$ cat src/rtl/mem_port_arbiter.sv
// rtl/mem_port_arbiter.sv - shared memory-port sequencer for fetch and load/store traffic

package rvcpu;
  typedef logic [31:0] addr_t;
  typedef logic [31:0] data_t;
  typedef logic [31:0] opcode_t;
  typedef logic [2:0]  mem_op_t;

  localparam mem_op_t mem_b  = 3'b000;
  localparam mem_op_t mem_h  = 3'b001;
  localparam mem_op_t mem_w  = 3'b011;
  localparam mem_op_t mem_bu = 3'b100;
  localparam mem_op_t mem_hu = 3'b101;
endpackage

module mem_port_arbiter
  import rvcpu::*;
#(
  parameter int unsigned MaxDataBurst = 4
) (
  input  logic           clk,
  input  logic           rst,
  input  logic           if_req_i,
  input  addr_t          if_addr_i,
  output logic           if_gnt_o,
  output logic           if_rvalid_o,
  output opcode_t        if_rdata_o,
  output logic           if_err_o,
  input  logic           dm_req_i,
  input  logic           dm_we_i,
  input  mem_op_t        dm_op_i,
  input  addr_t          dm_addr_i,
  input  data_t          dm_wdata_i,
  output logic           dm_gnt_o,
  output logic           dm_rvalid_o,
  output data_t          dm_rdata_o,
  output logic           dm_err_o,
  output logic           bus_req_o,
  output logic           bus_we_o,
  output logic [31:0]    bus_addr_o,
  output logic [3:0]     bus_be_o,
  output logic [31:0]    bus_wdata_o,
  input  logic           bus_gnt_i,
  input  logic           bus_rvalid_i,
  input  logic [31:0]    bus_rdata_i
);

  typedef enum logic [1:0] {IDLE, ADDR, RESP} state_t;

  state_t      state_q, state_d;
  logic [3:0]  burst_cnt_q;

  // Transaction owner: 0 = fetch, 1 = data
  logic        owner_q;
  logic        err_q;
  logic        we_q;
  mem_op_t     op_q;
  logic [1:0]  alo_q;

  logic        bus_req_q;
  logic        bus_we_q;
  logic [31:0] bus_addr_q;
  logic [3:0]  bus_be_q;
  logic [31:0] bus_wdata_q;

  logic        burst_full;
  logic        fetch_win;
  logic        data_win;
  logic        if_bad;

  logic [3:0]  dm_be;
  logic [31:0] dm_wdata_rep;
  logic        dm_legal;
  logic        dm_misal;
  logic        dm_bad;

  logic [31:0] lane;
  logic [31:0] load_ext;
  logic        resp_valid;
  logic        resp_err;

  assign burst_full = (burst_cnt_q == 4'(MaxDataBurst));
  assign fetch_win  = (state_q == IDLE) && if_req_i && (!dm_req_i || burst_full);
  assign data_win   = (state_q == IDLE) && dm_req_i && !fetch_win;
  assign if_bad     = |if_addr_i[1:0];
  assign dm_bad     = !dm_legal || dm_misal;

  assign if_gnt_o   = fetch_win;
  assign dm_gnt_o   = data_win;

  // Decode data op into byte enables, replicated store lanes and legality
  always_comb begin
    dm_be        = 4'b0000;
    dm_wdata_rep = dm_wdata_i;
    dm_legal     = 1'b1;
    dm_misal     = 1'b0;
    case (dm_op_i)
      mem_b, mem_bu: begin
        dm_be        = 4'b0001 << dm_addr_i[1:0];
        dm_wdata_rep = {4{dm_wdata_i[7:0]}};
      end
      mem_h, mem_hu: begin
        dm_be        = 4'b0011 << dm_addr_i[1:0];
        dm_wdata_rep = {2{dm_wdata_i[15:0]}};
        dm_misal     = dm_addr_i[0];
      end
      mem_w: begin
        dm_be        = 4'b1111;
        dm_misal     = |dm_addr_i[1:0];
      end
      default: dm_legal = 1'b0;
    endcase
  end

  // FSM state register
  always_ff @(posedge clk or posedge rst) begin
    if (rst) state_q <= IDLE;
    else     state_q <= state_d;
  end

  // Next-state logic; faulty requests skip the bus and answer from RESP
  always_comb begin
    state_d = state_q;
    case (state_q)
      IDLE: begin
        if (fetch_win)     state_d = if_bad ? RESP : ADDR;
        else if (data_win) state_d = dm_bad ? RESP : ADDR;
      end
      ADDR: if (bus_gnt_i) state_d = RESP;
      RESP: if (err_q || bus_rvalid_i) state_d = IDLE;
      default: state_d = IDLE;
    endcase
  end

  // Data burst counter: bounds how long a pending fetch can be passed over
  always_ff @(posedge clk or posedge rst) begin
    if (rst) begin
      burst_cnt_q <= 4'd0;
    end else if (fetch_win) begin
      burst_cnt_q <= 4'd0;
    end else if (data_win) begin
      burst_cnt_q <= if_req_i ? burst_cnt_q + 4'd1 : 4'd0;
    end
  end

  // Capture the winner and launch its bus request; drop the request once accepted
  always_ff @(posedge clk or posedge rst) begin
    if (rst) begin
      owner_q     <= 1'b0;
      err_q       <= 1'b0;
      we_q        <= 1'b0;
      op_q        <= mem_b;
      alo_q       <= 2'b00;
      bus_req_q   <= 1'b0;
      bus_we_q    <= 1'b0;
      bus_addr_q  <= 32'd0;
      bus_be_q    <= 4'd0;
      bus_wdata_q <= 32'd0;
    end else if (fetch_win) begin
      owner_q   <= 1'b0;
      err_q     <= if_bad;
      we_q      <= 1'b0;
      op_q      <= mem_w;
      alo_q     <= if_addr_i[1:0];
      bus_req_q <= !if_bad;
      if (!if_bad) begin
        bus_we_q   <= 1'b0;
        bus_addr_q <= {if_addr_i[31:2], 2'b00};
        bus_be_q   <= 4'b1111;
      end
    end else if (data_win) begin
      owner_q   <= 1'b1;
      err_q     <= dm_bad;
      we_q      <= dm_we_i;
      op_q      <= dm_op_i;
      alo_q     <= dm_addr_i[1:0];
      bus_req_q <= !dm_bad;
      if (!dm_bad) begin
        bus_we_q    <= dm_we_i;
        bus_addr_q  <= {dm_addr_i[31:2], 2'b00};
        bus_be_q    <= dm_be;
        bus_wdata_q <= dm_wdata_rep;
      end
    end else if (state_q == ADDR && bus_gnt_i) begin
      bus_req_q <= 1'b0;
    end
  end

  assign bus_req_o   = bus_req_q;
  assign bus_we_o    = bus_we_q;
  assign bus_addr_o  = bus_addr_q;
  assign bus_be_o    = bus_be_q;
  assign bus_wdata_o = bus_wdata_q;

  // Align the addressed lane to bit 0 and extend it by op
  always_comb begin
    lane = bus_rdata_i >> {alo_q, 3'b000};
    case (op_q)
      mem_b:   load_ext = {{24{lane[7]}}, lane[7:0]};
      mem_bu:  load_ext = {24'd0, lane[7:0]};
      mem_h:   load_ext = {{16{lane[15]}}, lane[15:0]};
      mem_hu:  load_ext = {16'd0, lane[15:0]};
      default: load_ext = lane;
    endcase
  end

  // Route the response to the registered owner only
  always_comb begin
    resp_valid  = 1'b0;
    resp_err    = 1'b0;
    if_rvalid_o = 1'b0;
    if_err_o    = 1'b0;
    if_rdata_o  = 32'd0;
    dm_rvalid_o = 1'b0;
    dm_err_o    = 1'b0;
    dm_rdata_o  = 32'd0;
    if (state_q == RESP) begin
      if (err_q) begin
        resp_valid = 1'b1;
        resp_err   = 1'b1;
      end else if (bus_rvalid_i) begin
        resp_valid = 1'b1;
      end
    end
    if (resp_valid && !owner_q) begin
      if_rvalid_o = 1'b1;
      if_err_o    = resp_err;
      if_rdata_o  = resp_err ? 32'd0 : bus_rdata_i;
    end
    if (resp_valid && owner_q) begin
      dm_rvalid_o = 1'b1;
      dm_err_o    = resp_err;
      dm_rdata_o  = (resp_err || we_q) ? 32'd0 : load_ext;
    end
  end

endmodule

$ cat config.mk
export PLATFORM = sky130hd
export DESIGN_NAME = mem_port_arbiter
export DESIGN_NICKNAME = d
export VERILOG_FILES = /design/src/rtl/mem_port_arbiter.sv
export SDC_FILE = /design/constraint.sdc
export NUM_CORES = 1
export LEC_CHECK = 0
export ABC_AREA = 1
export CAP_MARGIN = 20
export CORE_MARGIN = 10
export CORE_UTILIZATION = 43
export CTS_BUF_LIST = sky130_fd_sc_hd__clkbuf_16
export DETAILED_ROUTE_END_ITERATION = 6
export PLACE_DENSITY = 0.87
export SYNTH_ARGS = -nofsm -noshare
export SYNTH_HDL_FRONTEND = slang
export SYNTH_SLANG_ARGS = --single-unit
$ cat constraint.sdc
create_clock -name clk -period 5.24 [get_ports clk]
set_clock_uncertainty 0.15 [all_clocks]
set_input_delay 0.524 -clock clk [delete_from_list [all_inputs] [get_ports clk]]
set_output_delay 0.524 -clock clk [all_outputs]
set_load 0.02 [all_outputs]
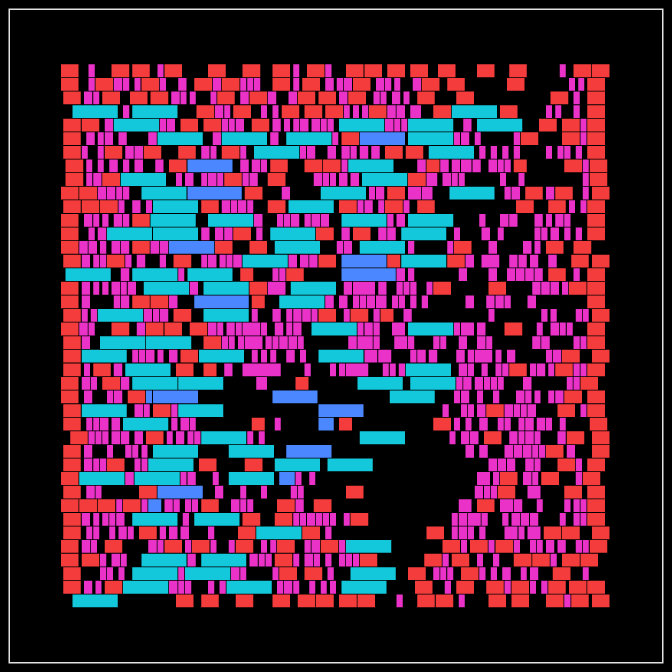
**Above:** cells colored by class.
[blue] clock drivers and dummy loads | cells: 16
[magenta] all other logic | cells: 660
[red] other buffers and delay cells | cells: 285
[cyan] flip-flops | cells: 82

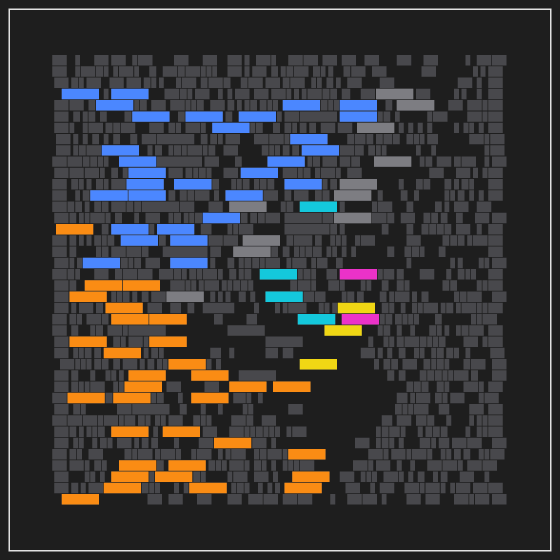
**Above:** sequential cells colored by netlist name.
[orange] bus_wdata_o | sequential cells: 32
[cyan] burst_cnt_q | sequential cells: 4 | where: center
[blue] bus_addr_o | sequential cells: 30
[yellow] op_q | sequential cells: 3
[magenta] alo_q | sequential cells: 2
not colored: 11

==> results.json <==
{
  "finalMaxSlewViolations": 0,
  "cell_internal_pwr_uw": 2360,
  "gpl.final_weighted_congestion": 0.944,
  "num-nets-final": 1178,
  "ctsHoldBuffers": 0,
  "ys_sh_xor": 0.00167,
  "initial_antenna_violation_count": 0,
  "timing.setup.critical_path_class": "reg2out",
  "postCtsSetupBuffers": 0,
  "synth-adder-area-share": 0.00477,
  "postLayoutCellArea_mm2": 0.00833,
  "clkCellAreaFrac": 0.0413,
  "n_antenna_cell": 0,
  "dr.first_iter.drc_count": 528,
  "tapcell.inserted": 147,
  "timing.critical_path.fanout_max": 33,
  "critical_path.startpoint": "alo_q[0]$_DFFE_PP0P_",
  "synthDistinctLibCells": 29,
  "synthArstFlopShare": 1.00,
  "setup-tns-final_ns": 0,
  "area.share.combinational": 0.325,
  "crit_path_top_delay_cell": "inv_1",
  "placement.setup.worst_slack_ns": 1.44,
  "numClockSinks": 82,
  "cts-root-to-sink-buffers": 2,
  "min_to": "bus_wdata_o[19]$_DFFE_PP0P_",
  "logic_gates": 603,
  "crit-reg2reg-capture": "state_q[0]$_DFFE_PP0P_",
  "outcome": "completed",
  "final.period_utilization": 0.807,
  "grtUsageMet1": 0.263,
  "synth.area.mux_share": 0,
  "h_tree_depth": 3,
  "power_dens_cells_mw_per_mm2": 513,
  "timing.max_cap.violations": 0,
  "yosys_warnings": 0,
  "global_route.usage.met2": 0.401,
  "total_power_uw": 4270,
  "r2r_slack_ns": 2.05,
  "worst_hold_slack_after_final_layout_ns": 0.329,
  "sequential_cell_total": 82,
  "synth-edff-count": 0,
  "drcViolationCount": 0,
  "share_of_cells_above_drive_strength_1": 0.0384,
  "floorplan.io_pins": 278,
  "main_logic_family_after_synthesis": "simple AND/OR/NAND/NOR gates",
  "flip_flop_count_of_the_largest_register_all_copies_and_words_added": 32,
  "layout.non_clock_buffers": 285,
  "die_height_um": 130,
  "final_layout_top_logic_cell": "clkdlybuf4s50_1",
  "r2r.worst_path.cells": 11,
  "pg_comb_uw": 2400,
  "top_cells_by_count": "274 x nand2_1, 120 x nand3_1, 82 x dfrtp_1",
  "wl_met1_um": 8180,
  "nNonClkInverters": 57,
  "clock_net_power_uw": 724,
  "report.final.hold_viol_count": 0,
  "hp-start": "bus_wdata_o[19]$_DFFE_PP0P_",
  "grt.overflow.total": 0,
  "wl_per_cell_um": 18.2,
  "placement_rows": 40,
  "core-area_mm2": 0.0120,
  "grt_pass1_wl_um": 31700,
  "fin_util": 0.696,
  "grt_pass1_vias": 5958,
  "cp.buffers_inverters": 2,
  "wirelength_um": 21700,
  "comb_power_share": 0.562,
  "irDropWorstVdd_uv": 272,
  "synth_largest_type_area_fraction": 0.391,
  "fraction_of_cell_area_in_non_clock_buffers": 0.339,
  "clockBufferCount": 9,
  "drtAntennaViolNets": 0,
  "power.share.switching": 0.448,
  "worst_hold_path_type": "reg2reg",
  "vias": 6214,
  "crit_path_end": "dm_rdata_o[18]",
  "postSynthRegisterBits": 82,
  "seqAreaFraction": 0.246,
  "tightestPinTransition_ns": 0.942,
  "finalSetupViolCount": 0,
  "seq_area_frac_synth": 0.391,
  "place.detailed.instances": 1174,
  "wl_met3_um": 2510,
  "grt_max_degree": 54,
  "worstPathCellList": "inv_1 > nand2_1 > nand3_1 > nand3_2 > nand3_1 > nand2_1 > nor2_1 > clkdlybuf4s50_1",
  "final-instance-count-excl-fill": 1190,
  "critical_path.reg2reg.startpoint": "burst_cnt_q[0]$_DFFE_PP0P_"
}
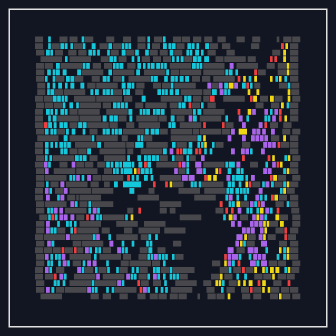
**Above:** logic cells by family.
[yellow] NOR gates | cells: 71 | most used: nor2_1 | where: a vertical strip on the right
[purple] inverting AOI/OAI gates | cells: 122 | most used: o21ai_0
[red] inverters | cells: 57 | most used: inv_1
[cyan] NAND gates | cells: 404 | most used: nand2_1

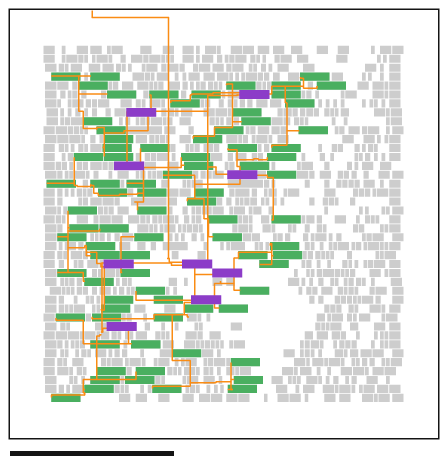
**Above:** routed clock nets over the placement.
Scale bar: 50 µm.
[purple] cells driving clock nets | count: 9
[orange] clock wires | length: 1040 µm
[green] flip-flops | count: 82
routed clock nets: 10

